--- src/rtl/brisc_pkg.sv ---
// Shared core-wide definitions: datapath width, register-file geometry and
// writeback source identifiers.
package brisc_pkg;

  localparam int XLEN              = 32;
  localparam int REG_NUM_DEFAULT   = 32;
  localparam int REG_WIDTH_DEFAULT = $clog2(REG_NUM_DEFAULT);

  typedef struct packed {
    logic [REG_WIDTH_DEFAULT-1:0] rd;
    logic [XLEN-1:0]              data;
  } wb_req_t;

  typedef enum logic [1:0] {
    WB_ALU = 2'd0,
    WB_MEM = 2'd1,
    WB_MUL = 2'd2
  } wb_src_e;

endpackage

--- src/rtl/rr_arbiter.sv ---
// Combinational round-robin arbiter: the first active request at or after ptr,
// scanning upward modulo N, wins.
import brisc_pkg::*;

module rr_arbiter #(
  parameter  int N  = 3,
  localparam int IW = (N > 1) ? $clog2(N) : 1
) (
  input  logic [N-1:0]  req,
  input  logic [IW-1:0] ptr,
  output logic [N-1:0]  gnt,
  output logic [IW-1:0] gnt_idx,
  output logic          any_gnt
);

  logic [IW:0] idx;

  // Walk offsets from farthest to nearest so the nearest active request is
  // the last one to overwrite the result.
  always_comb begin
    gnt     = '0;
    gnt_idx = '0;
    any_gnt = 1'b0;
    idx     = '0;
    for (int k = N - 1; k >= 0; k--) begin
      idx = {1'b0, ptr} + (IW + 1)'(k);
      if (idx >= (IW + 1)'(N)) begin
        idx = idx - (IW + 1)'(N);
      end
      if (req[idx[IW-1:0]]) begin
        gnt                = '0;
        gnt[idx[IW-1:0]]   = 1'b1;
        gnt_idx            = idx[IW-1:0];
        any_gnt            = 1'b1;
      end
    end
  end

endmodule

--- src/rtl/regfile_wb_arbiter.sv ---
// Round-robin sharing of the single register-file write port among writeback
// sources, with a one-cycle output register exposed as a decode bypass.
import brisc_pkg::*;

module regfile_wb_arbiter #(
  parameter  int N_REQ      = 3,
  parameter  int REG_LENGTH = XLEN,
  parameter  int REG_NUM    = REG_NUM_DEFAULT,
  localparam int REG_WIDTH  = $clog2(REG_NUM),
  parameter  int CNT_WIDTH  = 32,
  localparam int PW         = (N_REQ > 1) ? $clog2(N_REQ) : 1
) (
  input  logic                                 clk,
  input  logic                                 reset,
  input  logic [N_REQ-1:0]                     req_valid,
  input  logic [N_REQ-1:0][REG_WIDTH-1:0]      req_rd,
  input  logic [N_REQ-1:0][REG_LENGTH-1:0]     req_data,
  output logic [N_REQ-1:0]                     req_ready,
  output logic [REG_WIDTH-1:0]                 rf_rd_addr,
  output logic [REG_LENGTH-1:0]                rf_write_data,
  output logic                                 rf_enable,
  output logic                                 byp_valid,
  output logic [REG_WIDTH-1:0]                 byp_rd,
  output logic [REG_LENGTH-1:0]                byp_data,
  output logic [CNT_WIDTH-1:0]                 conflict_cnt
);

  logic                  out_valid_q, out_valid_d;
  logic [REG_WIDTH-1:0]  out_rd_q, out_rd_d;
  logic [REG_LENGTH-1:0] out_data_q, out_data_d;
  logic [PW-1:0]         rr_ptr_q, rr_ptr_d;
  logic [CNT_WIDTH-1:0]  conflict_cnt_q, conflict_cnt_d;

  logic [N_REQ-1:0] gnt;
  logic [PW-1:0]    gnt_idx;
  logic             any_gnt;
  logic             multi_valid;

  rr_arbiter #(.N(N_REQ)) u_rr_arbiter (
    .req     (req_valid),
    .ptr     (rr_ptr_q),
    .gnt     (gnt),
    .gnt_idx (gnt_idx),
    .any_gnt (any_gnt)
  );

  // Clearing the lowest set bit leaves something only if two or more are set.
  assign multi_valid = |(req_valid & (req_valid - N_REQ'(1)));

  always_comb begin
    out_valid_d    = any_gnt;
    out_rd_d       = out_rd_q;
    out_data_d     = out_data_q;
    rr_ptr_d       = rr_ptr_q;
    conflict_cnt_d = conflict_cnt_q;
    if (any_gnt) begin
      out_rd_d   = req_rd[gnt_idx];
      out_data_d = req_data[gnt_idx];
      rr_ptr_d   = (gnt_idx == PW'(N_REQ - 1)) ? '0 : gnt_idx + PW'(1);
    end
    if (multi_valid && (conflict_cnt_q != '1)) begin
      conflict_cnt_d = conflict_cnt_q + CNT_WIDTH'(1);
    end
  end

  always_ff @(posedge clk or posedge reset) begin
    if (reset) begin
      out_valid_q    <= 1'b0;
      out_rd_q       <= '0;
      out_data_q     <= '0;
      rr_ptr_q       <= '0;
      conflict_cnt_q <= '0;
    end else begin
      out_valid_q    <= out_valid_d;
      out_rd_q       <= out_rd_d;
      out_data_q     <= out_data_d;
      rr_ptr_q       <= rr_ptr_d;
      conflict_cnt_q <= conflict_cnt_d;
    end
  end

  // Grants are suppressed while reset is held so no requester sees a phantom accept.
  assign req_ready     = reset ? '0 : gnt;
  assign rf_enable     = out_valid_q && (out_rd_q != '0);
  assign rf_rd_addr    = out_rd_q;
  assign rf_write_data = out_data_q;
  assign byp_valid     = rf_enable;
  assign byp_rd        = out_rd_q;
  assign byp_data      = out_data_q;
  assign conflict_cnt  = conflict_cnt_q;

endmodule

--- config.mk ---
export PLATFORM = sky130hd
export DESIGN_NAME = regfile_wb_arbiter
export DESIGN_NICKNAME = d
export VERILOG_FILES = /design/src/rtl/brisc_pkg.sv /design/src/rtl/rr_arbiter.sv /design/src/rtl/regfile_wb_arbiter.sv
export SDC_FILE = /design/constraint.sdc
export NUM_CORES = 1
export LEC_CHECK = 0
export CAP_MARGIN = 20
export CORE_MARGIN = 3
export CORE_UTILIZATION = 30
export DETAILED_ROUTE_END_ITERATION = 12
export GPL_ROUTABILITY_DRIVEN = 0
export PLACE_DENSITY = 0.65
export SETUP_SLACK_MARGIN = 0.5
export SYNTH_ARGS = -nofsm -noshare
export SYNTH_HDL_FRONTEND = slang
export SYNTH_SLANG_ARGS = --single-unit
--- constraint.sdc ---
create_clock -name clk -period 3.25 [get_ports clk]
set_input_delay 0.4875 -clock clk [delete_from_list [all_inputs] [get_ports clk]]
set_output_delay 0.4875 -clock clk [all_outputs]
set_load 0.1 [all_outputs]
Fig. 1: signal wires on met1
Bar = 20 um.
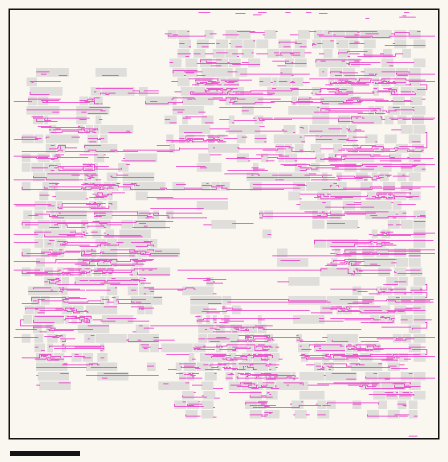
The longest straight run is 40.9 um. 608 nets have wire on it.

Fig. 2: the metal 2 layer
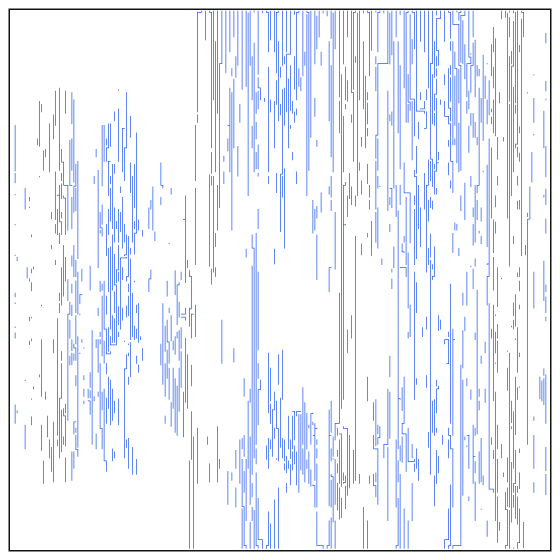
The layer holds 49% of the routed length. The layer carries 7210 um of wire. The wires run mostly vertical. 623 nets have wire on it.

Fig. 3: met3 routing
Bar = 20 um.
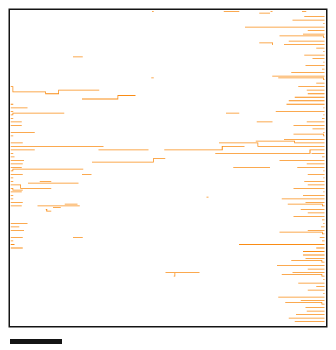
The longest straight run is 36.6 um. The layer holds 8.9% of the routed length. 138 nets have wire on it. The wires run mostly horizontal.

Fig. 4: metal 4
Bar = 20 um.
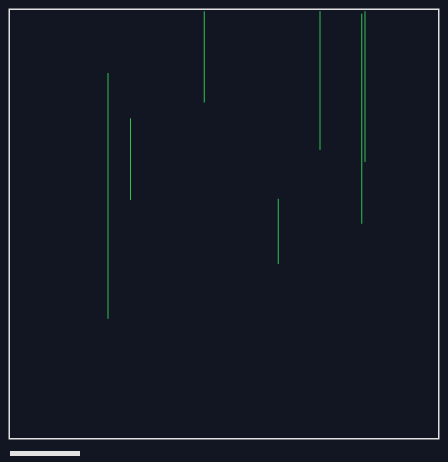
The longest straight run is 70.0 um. The wires run mostly vertical. The layer holds 1.9% of the routed length. The layer carries 280 um of wire.
wirelength, routed: 14700 um
routed vias: 3889

==> flow_summary.toml <==
# synthesis and place-and-route metrics
[cells_and_area]
post-route-util_pct = 50.6
comb_share_pct = 29.8
design.seq.count = 72
seq_share_pct = 27.7
design.final.nets = 712
nNonClkBuffers = 238
finalInstanceArea_mm2 = 0.00654
synthToLayoutAreaGrowth_pct = 60.4

[worst_setup_path]
cp.required_ns = 2.76
worst_setup_path_start_kind = "register"
cp_num_buf_inv = 2
critPathTopFamily = "AND-OR/OR-AND gates"
cp_data_arrival_time_ns = 2.16
critical_path.max_fanout = 11
path_class = "register to output port"
r2r_cells = 8
path_depth = 7
crit_path_max_incr_delay_ns = 0.39

[synthesis]
yosys.stat.seqShare_pct = 44.2
synthAdderAreaFrac_pct = 1.47
synthCells = 403
fp_nets = 523
flip_flops_with_a_built_in_enable = 0
post_synth_and_or_nand_nor_area_fraction_pct = 13.4

[route]
route.layer.met1.wl_um = 5930
routed.top_layer = "met4"
drc_errors = 0
detailed_route_vias_per_instance = 5.05
avgRoutedWirePerCell_um = 19.1
routed-wl-met2_um = 7210
dr.first_iter.drc_count = 167
routed_antenna_nets = 0

[global_route]
grt_pass1_wl_um = 21900
grt_use_met1_pct = 22.6
grt_busiest_layer = "met2"
grtUsageMet2_pct = 32.2

[sta]
hold_ws_ns = 0.492
final_period_minus_worst_setup_slack_ns = 2.65
worst_slack_ns = 0.598
fin_crit_sh_pct = 81.6
setup_viol = 0
maxSlewHeadroom_pct = 34.1

[clock_tree]
cts.clk_slew.worst_paths_ns = 0.06
cts_repair_resize_count = 1

[outcome]
status = "finished clean"

[min_path]
min-delay-path-class = "register to register"

[place]
placed_cell_area_mm2 = 0.00618
place_hpwl_um = 11100

[floorplanning]
fp_util_pct = 31.5
fp-row-count = 41
